--- src/rtl/deserializador_param_if.sv ---
// Handshake and serial-stream bundle for deserializador_param.
// master: the side driving the serial stream and the acknowledge (link + consumer).
// slave:  the deserialiser itself.
interface deserializador_param_if #(
  parameter int WIDTH = 8
);
  logic             data_in;
  logic             write_in;
  logic             ack_in;
  logic             clr_ovf;
  logic [WIDTH-1:0] data_out;
  logic             data_ready;
  logic             status_out;
  logic             overflow;

  modport master (
    output data_in, write_in, ack_in, clr_ovf,
    input  data_out, data_ready, status_out, overflow
  );

  modport slave (
    input  data_in, write_in, ack_in, clr_ovf,
    output data_out, data_ready, status_out, overflow
  );
endinterface

--- src/rtl/deserializador_param.sv ---
// Parametrised serial-to-parallel converter.
// Collects WIDTH write_in-qualified bits, presents each word on a four-phase
// data_ready/ack_in handshake, buffers one extra word while the consumer is busy,
// and flags bits that arrive while that buffer is full.
module deserializador_param #(
  parameter int WIDTH     = 8,
  parameter bit MSB_FIRST = 1'b1
) (
  input logic                  clk_100KHz,
  input logic                  reset,
  deserializador_param_if.slave bus
);

  localparam int              CW   = $clog2(WIDTH + 1);
  localparam logic [CW-1:0]   LAST = CW'(WIDTH - 1);

  typedef enum logic [1:0] {
    IDLE,
    SEND,
    H_ACK
  } state_t;

  state_t           state, state_next;
  logic [WIDTH-1:0] shift_reg, shift_next;
  logic [WIDTH-1:0] pend_word, out_word;
  logic [CW-1:0]    count;
  logic             pend_full, ovf;
  logic             accept, drop, word_done;
  logic             load_pend, load_new;

  // A bit is taken only while the pending buffer has room; otherwise it is lost.
  assign accept    = bus.write_in && !pend_full;
  assign drop      = bus.write_in &&  pend_full;
  assign word_done = accept && (count == LAST);

  // Shift register value after taking the current bit, in the configured order.
  always_comb begin
    if (MSB_FIRST) shift_next = {shift_reg[WIDTH-2:0], bus.data_in};
    else           shift_next = {bus.data_in, shift_reg[WIDTH-1:1]};
  end

  // Bit collection: shift and count, restart cleanly once a word completes.
  always_ff @(posedge clk_100KHz or negedge reset) begin
    if (!reset) begin
      shift_reg <= '0;
      count     <= '0;
    end else if (accept) begin
      // NOTE: state registers use non-blocking assignment so every flop samples pre-edge values.
      if (word_done) begin
        shift_reg <= '0;
        count     <= '0;
      end else begin
        shift_reg <= shift_next;
        count     <= count + 1'b1;
      end
    end
  end

  // Handshake FSM state register.
  always_ff @(posedge clk_100KHz or negedge reset) begin
    if (!reset) state <= IDLE;
    else        state <= state_next;
  end

  // Handshake next state; a buffered word takes priority over a fresh one in IDLE.
  always_comb begin
    // NOTE: every output of this block gets a default first, so no path infers a latch.
    state_next = state;
    load_pend  = 1'b0;
    load_new   = 1'b0;
    case (state)
      IDLE: begin
        if (pend_full) begin
          load_pend  = 1'b1;
          state_next = SEND;
        end else if (word_done) begin
          load_new   = 1'b1;
          state_next = SEND;
        end
      end
      SEND:    if (bus.ack_in)  state_next = H_ACK;
      H_ACK:   if (!bus.ack_in) state_next = IDLE;
      default: state_next = IDLE;
    endcase
  end

  // Presented word and the one-deep pending buffer.
  always_ff @(posedge clk_100KHz or negedge reset) begin
    if (!reset) begin
      // NOTE: the pending word is a single register, so it is reset like any other flop.
      out_word  <= '0;
      pend_word <= '0;
      pend_full <= 1'b0;
    end else begin
      if (load_pend)                        out_word <= pend_word;
      else if (load_new)                    out_word <= shift_next;
      else if (state == H_ACK && !bus.ack_in) out_word <= '0;

      if (load_pend) begin
        pend_full <= 1'b0;
      end else if (word_done && !load_new) begin
        pend_word <= shift_next;
        pend_full <= 1'b1;
      end
    end
  end

  // Sticky overflow: a drop in the same cycle as a clear keeps the flag set.
  always_ff @(posedge clk_100KHz or negedge reset) begin
    if (!reset)            ovf <= 1'b0;
    else if (drop)         ovf <= 1'b1;
    else if (bus.clr_ovf)  ovf <= 1'b0;
  end

  assign bus.data_out   = out_word;
  assign bus.data_ready = (state != IDLE);
  assign bus.status_out = pend_full;
  assign bus.overflow   = ovf;

endmodule
--- src/flat_wrapper.sv ---
// flat-port wrapper written by rule: the top's interface ports become plain ports
module deserializador_param_flat 
#(
  parameter int WIDTH     = 8,
  parameter bit MSB_FIRST = 1'b1
)
  (clk_100KHz, reset, bus_data_in, bus_write_in, bus_ack_in, bus_clr_ovf, bus_data_out, bus_data_ready, bus_status_out, bus_overflow);
  deserializador_param_if #(.WIDTH(WIDTH)) bus_i ();
  input logic clk_100KHz;
  input logic reset;
  input wire logic [$bits(bus_i.data_in)-1:0] bus_data_in;
  input wire logic [$bits(bus_i.write_in)-1:0] bus_write_in;
  input wire logic [$bits(bus_i.ack_in)-1:0] bus_ack_in;
  input wire logic [$bits(bus_i.clr_ovf)-1:0] bus_clr_ovf;
  output wire logic [$bits(bus_i.data_out)-1:0] bus_data_out;
  output wire logic [$bits(bus_i.data_ready)-1:0] bus_data_ready;
  output wire logic [$bits(bus_i.status_out)-1:0] bus_status_out;
  output wire logic [$bits(bus_i.overflow)-1:0] bus_overflow;
  assign bus_i.data_in = bus_data_in;
  assign bus_i.write_in = bus_write_in;
  assign bus_i.ack_in = bus_ack_in;
  assign bus_i.clr_ovf = bus_clr_ovf;
  assign bus_data_out = bus_i.data_out;
  assign bus_data_ready = bus_i.data_ready;
  assign bus_status_out = bus_i.status_out;
  assign bus_overflow = bus_i.overflow;
  deserializador_param #(.WIDTH(WIDTH), .MSB_FIRST(MSB_FIRST)) u_core (.clk_100KHz(clk_100KHz), .reset(reset), .bus(bus_i));
endmodule
--- config.mk ---
export PLATFORM = sky130hd
export DESIGN_NAME = deserializador_param_flat
export DESIGN_NICKNAME = d
export VERILOG_FILES = /design/src/rtl/deserializador_param_if.sv /design/src/rtl/deserializador_param.sv /design/src/flat_wrapper.sv
export SDC_FILE = /design/constraint.sdc
export NUM_CORES = 1
export LEC_CHECK = 0
export CAP_MARGIN = 10
export CORE_MARGIN = 5
export CORE_UTILIZATION = 40
export DETAILED_ROUTE_END_ITERATION = 6
export DONT_BUFFER_PORTS = 1
export REMOVE_ABC_BUFFERS = 1
export SLEW_MARGIN = 10
export SYNTH_ARGS = -nofsm -noshare
export SYNTH_HDL_FRONTEND = slang
export SYNTH_SLANG_ARGS = --single-unit
export TNS_END_PERCENT = 1
--- constraint.sdc ---
create_clock -name clk_100KHz -period 2.1 [get_ports clk_100KHz]
set_input_delay 0.21 -clock clk_100KHz [delete_from_list [all_inputs] [get_ports clk_100KHz]]
set_output_delay 0.21 -clock clk_100KHz [all_outputs]
set_load 0.01 [all_outputs]
==> out/metrics.cfg, run 1 <==
[power]
power.static_leakage_nw = 0.768
pg_clk_w = 0.000482
pwr-share-clk_pct = 24.0
pwr-share-comb_pct = 24.8
comb_cell_power_w = 0.000498
power_frac_seq_pct = 51.2
cellInternalPower_w = 0.00135
power_leader = sequential cells
power.total_w = 0.00201
power.net_switching_w = 0.000665
pwr.group.sequential_w = 0.00103
power.share.switching_pct = 33.1
ir_drop_uv = 655

[clocking]
htree_num_levels = 2
cts-buffers-inserted = 5
cts_tree = done
post_cts_resized = 0
clk_root_buffer_cell = clkbuf_4
cts.repair_timing.setup_buffer_count = 0
clk-insertion-delay-late_ns = 0.32
clk_pin_slew_ns = 0.10
cts_max_path_buffers = 2
clkSinkCount = 31

[critical_path]
critical_path.top_delay_family = simple AND/OR/NAND/NOR gates
timing.rr.end = u_core.pend_word[3]
critPathCapture = u_core.pend_word[3]
crit_fanout = 10
endpoint_kind = register
cp_data_required_time_ns = 2.31
crit_slowest_cell = dfrtp_1
path_class = register to register
cp_slowest_stage_delay_ns = 0.40
cp_num_buf_inv = 0
r2r.worst_path.cells = 4
timing.critical_path.cells = ha_1 -> nand3b_4 -> nor3_4 -> mux2_2
worst_reg2reg_setup_slack_ns = 0.36
crit_path_start_kind = register
worstSetupPathDepth = 4

[layout]
n_multi_input_combinational_cell = 76
final_net_count = 130
final_layout_top_logic_cell = dfrtp_1
finalInstanceArea_um2 = 1570
stdcell_count = 170
fillers = 303
sequential_cell_total = 31
sh_comb_area_pct = 36.1
layout.non_clock_inverters = 2
antenna_cells = 0
layout_clock_buffers = 6
logic_area_um2 = 567
drive_above_1_share_pct = 21.0
layout_non_clock_buf_share_pct = 4.94
synth_to_layout_area_growth_pct = 14.9
final-seq-area_um2 = 776

[global_routing]
met2_usage_pct = 18.8
largest_net_degree_at_the_start_of_global_routing = 32
grt_overflow = 0
grt_first_pass_wirelength_um = 4350
antenna_found_initial = 0

[synth]
synthesis.yosys.warnings = 0
synthesis.area_per_instance_um2 = 12.1
yosys.area.top_type = dfrtp_1
adder_share_pct = 0.915
post_synth_main_area_contributors = dfrtp_1 (57%), mux2_2 (6.6%), nand2_1 (6.0%)
top_cell_area_share_pct = 56.7
ys_top_cells_by_count = dfrtp_1 (31), nand2_1 (22)
edf_count = 0
synth-async-reset-ratio_pct = 100
mapped_cells = 113
yosys-stat-area_um2 = 1370
synthAoiAreaFrac_pct = 13.2
post_synth_xor_xnor_area_pct = 1.28
ys.flop_type = dfrtp_1
synth-cells-yosys = 113
post_synth_instance_area_um2 = 1370
top_logic_kind = simple AND/OR/NAND/NOR gates
synth_seq_share_pct = 56.7
synthMostInstantiatedCell = dfrtp_1
ys.flops = 31
yosys.area_share.simple_pct = 19.5

[placed_design]
port_buffers = 0
placed_cell_area_um2 = 1420
detailedPlace.worstSlack_ns = 0.353
place_hpwl_um = 1750
globalplace.congestion = 0.724

[hold_path]
path_category_of_the_worst_min_delay_check = input port to register
hold-path-cell-count = 1
hold_end = u_core.bus.data_out[0]

[floorplanning]
pin_count = 17
die_w_um = 68.5
effective_utilization_at_floorplan_pct = 41.3
floorplan.core_area_um2 = 3310
placement_rows = 21
tap-cell-count = 46

[flow_run]
max-cap-violations = 0

[sta]
hold-worst-slack_ns = 0.0205
slew_worst_pin_ns = 0.642
max_freq_mhz = 575
post_layout_period_usage_pct = 82.9
finalMaxSlewViolations = 0
relSlewSlack_pct = 57.1
report.final.setup_viol = 0
rsz0062_at_grt = no

[routing]
drt_first_pass_iters = 4
drt-met1-wl_um = 1230
topRoutingLayerUsed = met4
detailroute.wirelength.met3_um = 123
drtIter0Drc = 58
detail_route.drc_violations = 0

[run_status]
run_status = completed

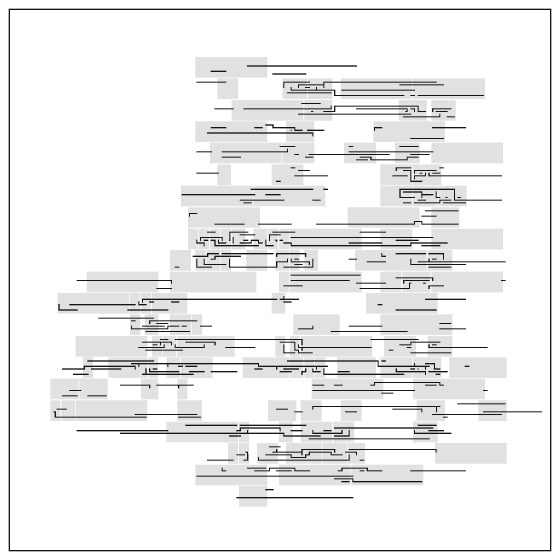
(run_1/layer_met1.png)
Cells faint in the background.
The layer holds 48% of the routed length. The wires run mostly horizontal. The longest straight run is 20.7 µm. The layer carries 1230 µm of wire. 115 nets have wire on it.
Via Count: 879
met1 track demand over resource: 17.5%
Routed Wire Length: 2560 µm

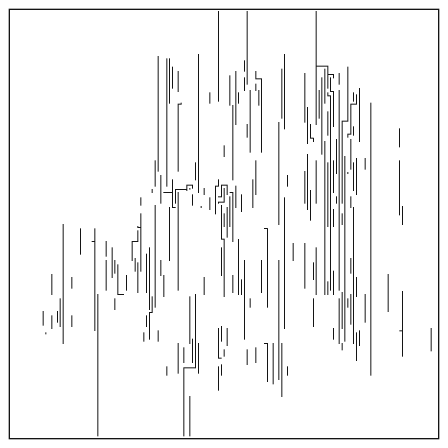
(run_1/layer_met2.png)
The longest straight run is 43.5 µm. 104 nets have wire on it. The layer holds 46% of the routed length. The wires run mostly vertical.

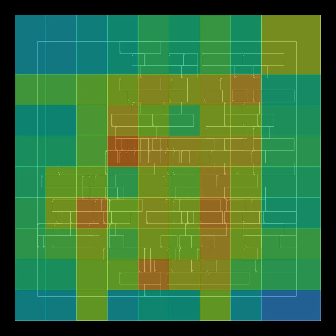
(run_1/congestion.png)
gr usage total: 12.9%
busiest layer in global routing: met2
met3 usage in global routing: 3.94%
Core Util, Final: 47.5%

==> run_1/sizes.png <==
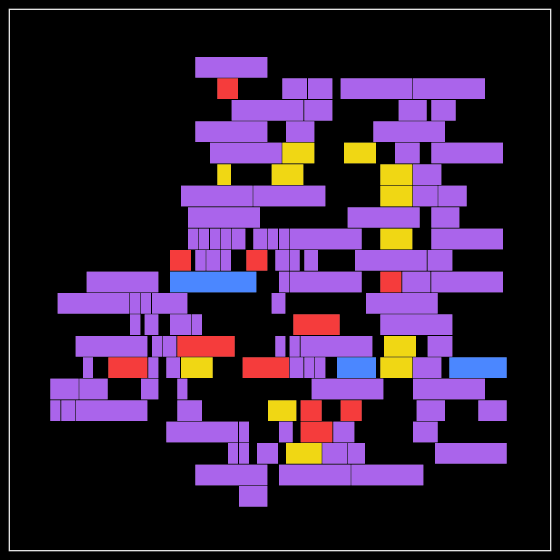

==> run 2: changes to the inputs <==
clock period = 1.63 ns   (was 2.1 ns; I/O delays follow)
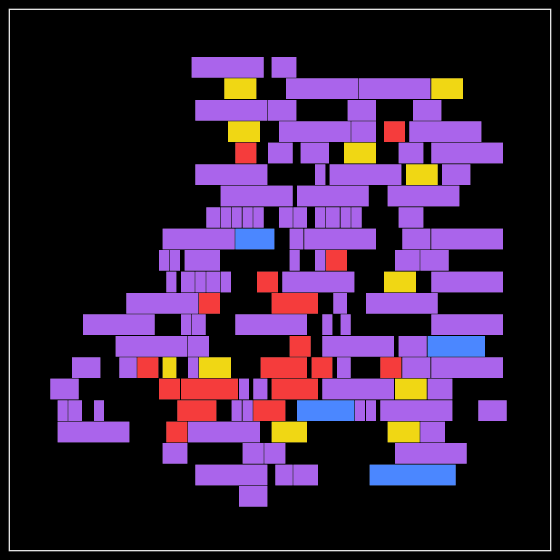
(run_2/sizes.png)
Blue stands for _6 and larger, cells 4, share 3.1%. Red stands for _3 and _4 cells, cells 17, share 13%. Purple stands for _0 and _1 cells, cells 98, share 75%. Yellow stands for _2 cells, cells 11, share 8.5%.

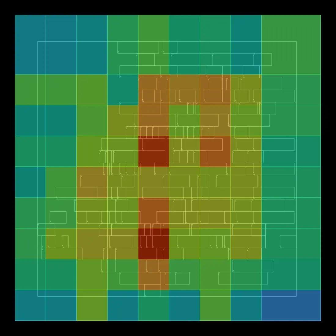
(run_2/congestion.png)
gr usage total: 13.7%
wire length per cell: 15.5 µm
met1 track demand over resource: 16.4%

==> run 2 against run 1 <==
Against the previous run:
- clock power grew 32%
- highest routed layer unchanged
- sequential power grew 29%
- register-to-register slack worse by 0.29 ns
- area after synthesis is the same
- clock-buffer cell count did not move
- final cell count grew 3.5%
- total power up 31%
- critical path type unchanged
- critical endpoint is now u_core.bus.data_out[6]
==> out/metrics.cfg, run 2 <==
[layout]
fillers = 305
layout.non_clock_inverters = 2
sh_comb_area_pct = 35.0
n_multi_input_combinational_cell = 76
final_layout_top_logic_cell = dfrtp_1
layout_clock_buffers = 6
final_net_count = 136
finalInstanceArea_um2 = 1640

[hold_path]
hold_end = u_core.shift_reg[4]
hold-path-cell-count = 3
path_category_of_the_worst_min_delay_check = input port to register

[clocking]
htree_num_levels = 2
cts-buffers-inserted = 5
clk_root_buffer_cell = clkbuf_4
cts_tree = done
cts.repair_timing.setup_buffer_count = 0
clk_pin_slew_ns = 0.10
cts_max_path_buffers = 2
clkSinkCount = 31
post_cts_resized = 1

[synth]
ys.flop_type = dfrtp_1
synthesis.yosys.warnings = 0
edf_count = 0
yosys.area.top_type = dfrtp_1
synthAoiAreaFrac_pct = 13.2
yosys.area_share.simple_pct = 19.5
ys_top_cells_by_count = dfrtp_1 (31), nand2_1 (22)
synthMostInstantiatedCell = dfrtp_1
synthesis.area_per_instance_um2 = 12.1
ys.flops = 31
adder_share_pct = 0.915
top_logic_kind = simple AND/OR/NAND/NOR gates
synth_seq_share_pct = 56.7
mapped_cells = 113

[global_routing]
met2_usage_pct = 21.1
largest_net_degree_at_the_start_of_global_routing = 32
grt_first_pass_wirelength_um = 4580
busiest_layer = met2
antenna_found_initial = 0
grt_overflow = 0

[sta]
hold-worst-slack_ns = 0.105
slew_worst_pin_ns = 0.587
finalMaxSlewViolations = 0
post_layout_period_usage_pct = 95.5
max_freq_mhz = 642

[floorplanning]
pin_count = 17
die_w_um = 68.5
floorplan.core_area_um2 = 3310
placement_rows = 21

[run_status]
run_status = completed

[routing]
drt-met1-wl_um = 1200
route.vias.total = 953
drtIter0Drc = 50
drt-total-wl_um = 2730

[critical_path]
cp_slowest_stage_delay_ns = 0.41
critical_path.top_delay_family = flip-flops
timing.critical_path.cells = ha_1 -> nand3b_4 -> buf_4 -> nor3_4 -> buf_4 -> a221o_1
critPathCapture = u_core.bus.data_out[6]
crit_path_start_kind = register
crit_slowest_cell = dfrtp_1

[power]
pwr-share-comb_pct = 25.8
pg_clk_w = 0.000634
power.net_switching_w = 0.000890
power.share.switching_pct = 33.7
pwr.group.sequential_w = 0.00133
comb_cell_power_w = 0.000683
power_frac_seq_pct = 50.2
power_leader = sequential cells

[placed_design]
port_buffers = 0
detailedPlace.worstSlack_ns = -0.0289
globalplace.congestion = 0.741
place_hpwl_um = 1810

==> run 3: changes to the inputs <==
SLEW_MARGIN = not set   (was 10)
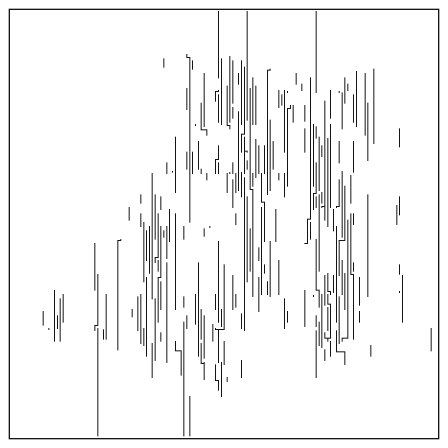
(run_3/layer_met2.png)
Via Count: 953
Routed Wire Length: 2730 µm
global-route met2 utilization: 21.1%

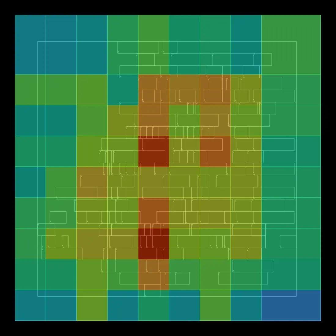
(run_3/congestion.png)
met3 usage in global routing: 6.08%
Core Util, Final: 49.4%

==> run 3 against run 2 <==
Against the previous run:
- sequential power is essentially flat
- global-route usage is the same
- synthesized cell count is the same
- combinational power is essentially flat
- highest routed layer unchanged
- setup slack is the same
- flip-flop count is the same
- area after synthesis is the same
- design area is the same
==> out/metrics.cfg, run 3 <==
[power]
comb_cell_power_w = 0.000683
power.total_w = 0.00264
pwr-share-comb_pct = 25.8
ir_drop_uv = 496
pwr.group.sequential_w = 0.00133
power.static_leakage_nw = 0.806
power_leader = sequential cells
cellInternalPower_w = 0.00175
pwr-share-clk_pct = 24.0
power_frac_seq_pct = 50.2
power.net_switching_w = 0.000890
pg_clk_w = 0.000634
p_per_area_nw_per_um2 = 1620
power.share.switching_pct = 33.7

[synth]
ys_top_cells_by_count = dfrtp_1 (31), nand2_1 (22)
post_synth_main_area_contributors = dfrtp_1 (57%), mux2_2 (6.6%), nand2_1 (6.0%)
ys.flop_type = dfrtp_1
yosys.area.top_type = dfrtp_1
post_synth_instance_area_um2 = 1370
synth-async-reset-ratio_pct = 100
yosys.area_share.simple_pct = 19.5
synthMostInstantiatedCell = dfrtp_1
adder_share_pct = 0.915
synthesis.yosys.warnings = 0
post_synth_xor_xnor_area_pct = 1.28
synth-cells-yosys = 113
ys.flops = 31
mapped_cells = 113
top_cell_area_share_pct = 56.7
yosys-stat-area_um2 = 1370
area_fraction_in_mux_cells_pct = 6.59
edf_count = 0
synthesis.area_per_instance_um2 = 12.1
synthAoiAreaFrac_pct = 13.2
top_logic_kind = simple AND/OR/NAND/NOR gates
synth_seq_share_pct = 56.7

[layout]
final_layout_top_logic_cell = dfrtp_1
final_net_count = 136
layout_clock_buffers = 6
largestClassByArea = sequential cells
clkCellAreaFrac_pct = 5.28
fillers = 305
antenna_cells = 0
layout_non_clock_buf_share_pct = 8.26
non_clock_buffer_count = 13
finalInstanceArea_um2 = 1640
stdcell_count = 176
final-seq-area_um2 = 776
drive_above_1_share_pct = 24.6
sh_comb_area_pct = 35.0
logic_area_um2 = 573
layout.non_clock_inverters = 2
sequential_cell_total = 31
n_multi_input_combinational_cell = 76
synth_to_layout_area_growth_pct = 19.6

[global_routing]
grt_overflow = 0
vias_in_the_first_global_route = 959
gr-usage-all-layers_pct = 13.7
met1_track_demand_over_resource_pct = 16.4
grt_first_pass_wirelength_um = 4580
largest_net_degree_at_the_start_of_global_routing = 32
busiest_layer = met2
antenna_found_initial = 0

[critical_path]
cp-startpoint = u_core.count[1]
worst_reg2reg_setup_slack_ns = 0.07
critical_path.top_delay_family = flip-flops
timing.rr.end = u_core.bus.data_out[6]
worstSetupPathDepth = 6
cp_num_buf_inv = 2
regToRegStartpoint = u_core.count[1]
critPathCapture = u_core.bus.data_out[6]
cp_data_required_time_ns = 1.85
crit_path_start_kind = register
timing.critical_path.cells = ha_1 -> nand3b_4 -> buf_4 -> nor3_4 -> buf_4 -> a221o_1
path_common_cell = buf_4
path_class = register to register
crit_slowest_cell = dfrtp_1
endpoint_kind = register
r2r.worst_path.cells = 6
cp_slowest_stage_delay_ns = 0.41
arrival_time_worst_endpoint_ns = 1.77
crit_fanout = 9

[floorplanning]
floorplan.core_area_um2 = 3310
die_w_um = 68.5
placement_rows = 21
tap-cell-count = 46
pin_count = 17
height_of_the_die_um = 68.5
effective_utilization_at_floorplan_pct = 41.3
die-area_um2 = 4690

[sta]
report.final.setup_viol = 0
setup_tns_ns = 0
relSlewSlack_pct = 60.7
post_layout_period_usage_pct = 95.5
finalCriticalPeriod_ns = 1.56
finalMaxSlewViolations = 0
fin_skew_ns = 0.00990
max_freq_mhz = 642
postLayoutSetupSlackWorst_ns = 0.0732
hold-worst-slack_ns = 0.105
slew_worst_pin_ns = 0.587

[clocking]
cts_max_path_buffers = 2
htree_num_levels = 2
cts-buffers-inserted = 5
post_cts_hold_buffer_count = 6
clk-insertion-delay-late_ns = 0.33
clk_pin_slew_ns = 0.10
clk_root_buffer_cell = clkbuf_4
cts_tree = done
cts.repair_timing.setup_buffer_count = 0
clkSinkCount = 31
post_cts_resized = 1

[routing]
detail_route.drc_violations = 0
drtIter0Drc = 50
drt_first_pass_iters = 4
drt-vias-per-instance = 5.41
detailroute.wirelength.met3_um = 180
topRoutingLayerUsed = met4
drt-met1-wl_um = 1200
routedWlPerCell_um = 15.5
met2_length_um = 1310

[run_status]
run_status = completed

[placed_design]
port_buffers = 0
place_hpwl_um = 1810
detailedPlace.worstSlack_ns = -0.0289
globalplace.congestion = 0.741
placed_cell_area_um2 = 1460

[hold_path]
hold_path_startpoint = bus_write_in
hold_end = u_core.shift_reg[4]
hold-path-cell-count = 3
path_category_of_the_worst_min_delay_check = input port to register

[flow_run]
number_of_logged_tool_warnings = 25
max-cap-violations = 0

Power and IR drop assume default switching activity.
